Design ysyx_23060332_wbu, sky130hd; sources not shown.
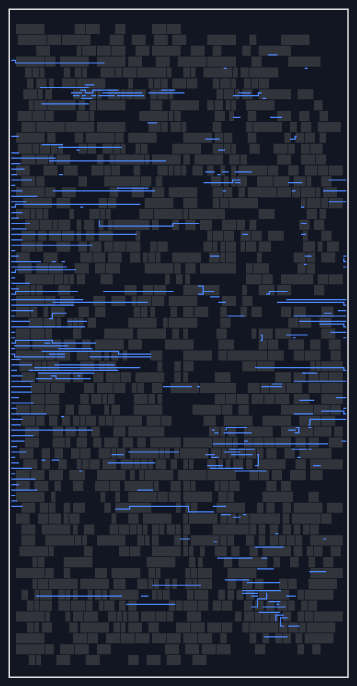
*The metal 3 layer, run 1*
Drawn at 4 px/um. Cells faint in the background.
wire length on this layer: 1380 um
nets with wire on the layer: 161
fraction of met3 tracks used by global routing: 5.104%
post-detailed-routing wire length: 23.62 mm
via count: 6798

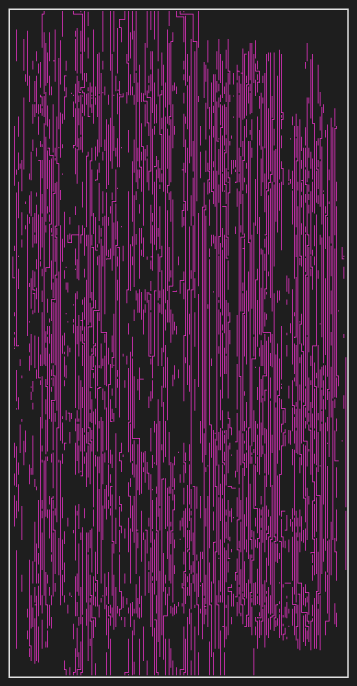
*Signal wires on met2, run 1*
Drawn at 4 px/um.
main direction: vertical
wire length on this layer: 12900 um
nets with wire on the layer: 899
met2 layer usage reported by global route: 64.04%

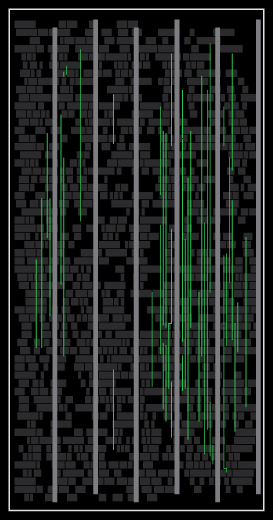
*Met4 routing, run 1*
Drawn at 3 px/um. Supply wires on this layer in gray. Cells faint in the background.
main direction: vertical
share of all routed wire: 7.8%
wire length on this layer: 1840 um

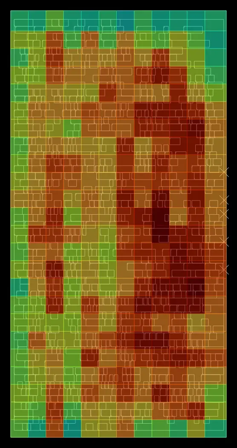
*Routing congestion map, run 1*
total routing usage reported by global routing: 33.83%
final core utilization: 64.03%
met1 global-route usage: 31.98%
routed length per instance: 21.75 um
most used routing layer: met2

==> results.rst, run 1 <==
Physical design figures
=======================

.. list-table::
   :header-rows: 1

   * - Metric
     - Value
   * - Result of the run
     - finished, violations left
   * - Violated checks
     - design-rule violations, negative setup slack
   * - Final clock period utilization by the worst path
     - 115.5%
   * - Comb power frac
     - 25.5%
   * - Worst hold path stage count
     - 2
   * - PnR worst setup slack
     - -0.3472 ns
   * - Synth top area cells
     - dfxtp_1 34%, nand2_1 7.0%, a21oi_1 6.6%
   * - Fin crit period
     - around 2.6 ns
   * - Clock tree cell share of total cell area
     - between 3 and 4%
   * - Arrival @ worst endpoint
     - between 2 and 2.5 ns
   * - MI comb area
     - approximately 3800 um^2
   * - Sequential-to-total area share from yosys stat
     - 34.38%
   * - Synth async-reset ratio
     - 0%
   * - # nets final
     - 1029
   * - Total number of tap cells
     - between 150 and 200
   * - Reported net switching power
     - approximately 1.5 mW
   * - Leakage power total
     - between 3 and 4 nW
   * - Worst hold slack
     - between 0.3 and 0.4 ns
   * - Storage cell area
     - approximately 2100 um^2
   * - Chip Area
     - between 10000 and 15000 um^2
   * - Data required time at the worst endpoint
     - between 2 and 2.5 ns
   * - Number of cells in the finished layout apart from fillers
     - ~1100
   * - Clock sink total
     - ~110
   * - Worst-case register-to-register setup slack
     - -0.10 ns
   * - Fraction of final layout cells sized beyond drive strength 1
     - approximately 15%
   * - Top layer in use
     - met4
   * - Clock transition at the registers of the reported paths
     - approximately 0.080 ns
   * - Post-placement setup slack
     - -0.5697 ns
   * - Biggest Area Class
     - multi-input combinational cells
   * - Comb gates
     - 588
   * - Detail Placement HPWL
     - roughly 18 mm
   * - Vias per inst
     - roughly 6.3
   * - Power of the clock network
     - 1.52 mW
   * - Total sequential power
     - between 2 and 2.5 mW
   * - Number of CTS-inserted buffers
     - 9
   * - Max-slew violation total from the final report
     - 0
   * - Switching share of power
     - between 30% and 40%
   * - Setup violators final
     - 32
   * - Synth Register Bits
     - roughly 110
   * - Setup repair bufs after CTS
     - 1
   * - Most common flop cell mapped by yosys
     - dfxtp_1
   * - Filler cell count in the final layout
     - 1141
   * - Non-clock buffer contribution to total cell area
     - 23.57%
   * - VDD IR max
     - between 0.3 and 0.4 mV
   * - Antenna violations before repair
     - 0
   * - Number of inserted diodes
     - 0
   * - Crit-path max FO
     - 3
   * - Library cell occupying the most area in the post-synthesis netlist
     - dfxtp_1
   * - Synthesized area per cell
     - about 8.0 um^2
   * - DR DRC count
     - 5
   * - Antenna-violating nets left
     - 0
   * - Buffer count excluding the clock tree in the final layout
     - 215
   * - Cells after synthesis
     - 781
   * - R2r worst-path depth
     - 8
   * - Layout overhead on the synthesized area
     - 35.02%
   * - Clock root buffer master
     - clkbuf_16
   * - Power density cells
     - ~570 nW/um^2
   * - Yosys cell types
     - around 56
   * - Number of enable flip-flop cells
     - 0
   * - Routed length on met3
     - approximately 1.4 mm
   * - Synth Cell Area
     - ~6200 um^2
run 1: cell families after synthesis:
logic type | after synthesis | share of synthesized area, %
AND-OR/OR-AND | 251 | 26.08
AND/OR/NAND/NOR | 294 | 24.52
buffers and inverters | 86 | 5.522
multiplexers | 43 | 9.498
flip-flops | 107 | 34.38
run 1: stage by stage:
| stage | setup TNS, ns | util (%) |
|---|---|---|
| detailed placement | -17.12 | 61.65 |
| global route | -5.888 | 64.03 |
| finish | -2.236 | 64.03 |
| CTS | -1.615 | 63.99 |
| floorplan | -0.05621 | - |
| global placement | -16.04 | 61.65 |
run 1: layout by cell type, fill, tap and decap left out, drive strengths merged, types with 6 or more instances in the layout:
cell type and count:
a211o 7, a211oi 9, a21oi 82, a22o 6
a22oi 27, and2 17, buf 80, clkbuf 10
clkdlybuf4s50 127, dfxtp 107, dlygate4sd2 8, inv 12
mux2 19, mux2i 13, mux4 11, nand2 116
nand2b 7, nand3b 20, nand4 33, nor2 29
nor2b 36, nor3b 8, o21ai 55, o221ai 22
o22ai 9
run 1: synthesized netlist by cell type, types with 12 or more instances:
| cell type | instances |
|---|---|
| nand2_1 | 116 |
| dfxtp_1 | 107 |
| a21oi_1 | 82 |
| clkbuf_1 | 53 |
| nor2b_1 | 36 |
| nand4_1 | 33 |
| o21ai_1 | 31 |
| nor2_1 | 29 |
| a22oi_1 | 27 |
| o21ai_0 | 24 |
| o221ai_1 | 22 |
| nand3b_1 | 20 |
| mux2_2 | 19 |
| and2_1 | 17 |
| mux2i_1 | 13 |
| buf_1 | 12 |
run 1: worst max-delay path, stage by stage (launching register included):
cell,delay [ns]
dfxtp_2,0.34
mux4_2,0.46
mux2_4,0.27
and3_4,0.15
a311oi_2,0.24
nand4_1,0.17
o21a_4,0.24
buf_8,0.14
### The metal 1 layer, run 1

Drawn at 4 px/um. Supply wires on this layer in gray. Cells faint in the background.
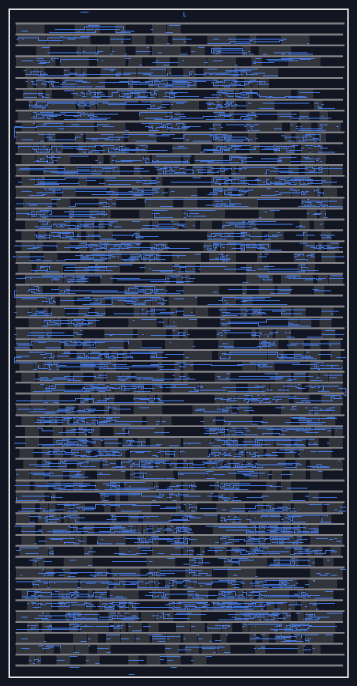

==> run 2, diff against run 1 <==
Settings changed: CAP_MARGIN 25 to default, SETUP_SLACK_MARGIN from default to 0.4.
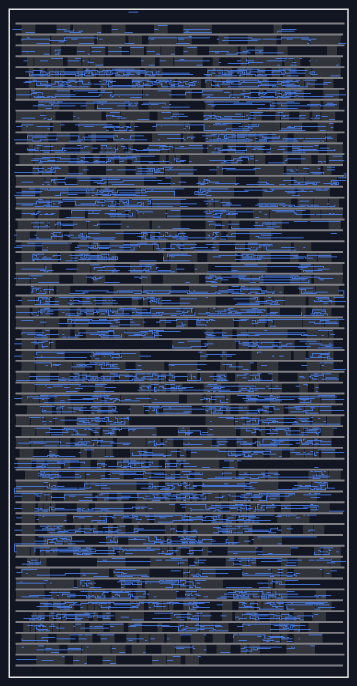
*The metal 1 layer, run 2*
Drawn at 4 px/um. Supply wires on this layer in gray. Cells faint in the background.
longest straight run: 27.1 um
nets with wire on the layer: 944
share of all routed wire: 31%
wire length on this layer: 7720 um
main direction: horizontal
via count: 6989
met1 global-route usage: 31.54%
post-detailed-routing wire length: 24.57 mm

==> results.rst, run 2 <==
Physical design figures
=======================

.. list-table::
   :header-rows: 1

   * - Metric
     - Value
   * - Result of the run
     - finished, violations left
   * - Violated checks
     - design-rule violations, negative setup slack
   * - Antenna-violating nets left
     - 0
   * - Worst slew pin tran
     - about 0.65 ns
   * - Synth async-reset ratio
     - 0%
   * - Library cell occupying the most area in the post-synthesis netlist
     - dfxtp_1
   * - Antenna violations before repair
     - 0
   * - Clock sink total
     - 107
   * - Most frequently placed logic cell in the final layout
     - clkdlybuf4s50_1
   * - PnR worst setup slack
     - -0.3634 ns
   * - Routed length per instance
     - 22.28 um
   * - Leakage power total
     - ~3.3 nW
   * - Vias per inst
     - 6.336
   * - Fraction of final layout cells sized beyond drive strength 1
     - between 10% and 20%
   * - Synth top cell by count
     - nand2_1
   * - Setup violators final
     - 32
   * - CTS tree
     - yes
   * - Fin crit period
     - 2.603 ns
   * - Top library cells by usage in the layout, fill and taps aside
     - 123 x clkdlybuf4s50_1, 116 x nand2_1, 100 x dfxtp_1
   * - Detail Placement HPWL
     - roughly 18 mm
   * - Area fraction in mux cells
     - under 10%
   * - DR DRC count
     - 5
   * - Slowest stage delay, CP
     - 0.40 ns
   * - Total routing usage reported by global routing
     - between 30% and 40%
   * - Post-synth top cells
     - 116 x nand2_1, 107 x dfxtp_1, 82 x a21oi_1, 53 x clkbuf_1, 36 x nor2b_1
   * - Sequential-to-total area share from yosys stat
     - around 34%
   * - Cells after synthesis
     - just under 800
   * - Layout overhead on the synthesized area
     - 41.08%
   * - Crit path cell chain
     - mux2_4 > a222oi_1 > nand2_1 > a2111oi_4 > nor2_1 > o21a_4 > buf_8
   * - R2r worst-path depth
     - 9
   * - Synth Cell Area
     - around 6200 um^2
   * - Pre-Repair DR Iteration Count
     - 7
   * - Complex-gate fraction of the synthesized area
     - a little over a quarter
   * - Std cell rows
     - 59
   * - Synthesized area per cell
     - approximately 8 um^2
   * - Number of CTS-inserted buffers
     - 9
   * - Critical path depth in cells
     - 7
   * - Post-placement setup slack
     - -0.7103 ns
   * - Clock transition at the registers of the reported paths
     - about 0.08 ns
   * - Most common flop cell mapped by yosys
     - dfxtp_1
   * - Power density cells
     - slightly below 600 nW/um^2
   * - Highest achievable clock rate
     - around 0.38 GHz
   * - Filler cell count in the final layout
     - 1148
   * - Rel. slew slack
     - between 50% and 60%
   * - Max-slew violation total from the final report
     - 0
   * - Number of buffers and inverters on the critical path
     - 1
   * - Arrival @ worst endpoint
     - 2.38 ns
   * - Dominant delay contributor by cell family on the critical path
     - AND-OR/OR-AND gates
   * - CP max stage cell
     - a222oi_1
   * - Worst-case register-to-register setup slack
     - -0.10 ns
   * - Synth Register Bits
     - around 110
   * - OpenROAD warning count
     - 29
   * - Crit-path max FO
     - 4
   * - Number of enable flip-flop cells
     - 0
   * - Worst hold slack
     - a little under 0.3 ns
   * - Post-synthesis share of cell area spent on xor and xnor gates
     - 0%
   * - Final clock period utilization by the worst path
     - 116.2%
   * - Data required time at the worst endpoint
     - roughly 2.0 ns
   * - AND/OR/NAND/NOR Cells, Area Fraction
     - roughly 25%
   * - Number of inserted diodes
     - 0
   * - # nets final
     - 1046
   * - Chip Area
     - 14040 um^2
   * - Yosys cell types
     - between 50 and 60
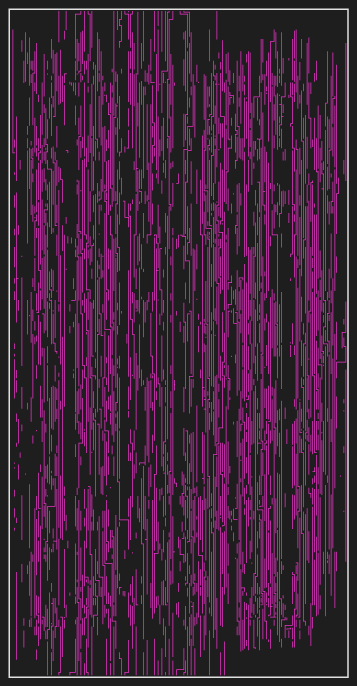
*Signal wires on met2, run 2*
Drawn at 4 px/um.
wire length on this layer: 13100 um
longest straight run: 64.3 um
met2 layer usage reported by global route: 64.54%

[run 2: cell counts after synthesis]
Identical to the previous run, type by type.
[run 2: logic make-up (layout without fill, tap and decap cells)]
kind of cell	after synthesis	after routing
muxes	43	43
AOI/OAI and AO/OA	251	251
and+or+nand+nor	294	294
buffers and inverters	86	256
DFF	107	107
[run 2: per-layer routing]
layer / up-vias / GRT usage, % / share of wire, %
li1: 3202 / - / -
met1: 3333 / 31.54 / 31
met2: 342 / 64.54 / 53
met3: 112 / 6.293 / 6.3
met4: 0 / 28.19 / 9.1
met5: - / 0 / 0
[run 2: where the power goes]
part	switching, mW	internal (mW)	leakage [nW]	total [mW]
clock	0.758	0.918	0.153	1.68
combinational	0.763	0.584	2.29	1.35
sequential	0.0650	1.99	0.879	2.05
[run 2: worst min-delay path, stage by stage]
cell     delay [ns]
buf_4          0.21
nor2b_1        0.07
o21ai_0        0.06
o21ai_1        0.05
[run 2: through the flow]
step | std cells | total power, mW | area, um^2 | TNS [ns]
after floorplan | 781 | 2.784 | 6300 | -0.05621
after global placement | 1075 | 3.326 | 8184 | -17.03
after detailed placement | 1075 | 3.350 | 8184 | -21.08
after CTS | 1101 | 5.060 | 8692 | -0.3238
after global routing | 1103 | 5.267 | 8791 | -4.328
final | 1103 | 5.077 | 8791 | -2.349
[run 2: layout make-up]
cell class	instances	area [um^2]	share of cell area, %
repair buffers	232	2233	25.41
clock buffers	11	242.7	2.761
flip-flops and latches	107	2153	24.49
multi-input cells	588	3874	44.06
inverters	8	30.03	0.3416
clock inverters	5	67.56	0.7686
well taps	152	190.2	2.163
[run 2: what timing repair did]
action	CTS	global route
resized	46	14
endpoints found under the setup margin	51	50
buffers inserted	6	1
pin swaps	13	4
gates cloned	4	1
Power and IR drop assume default switching activity.
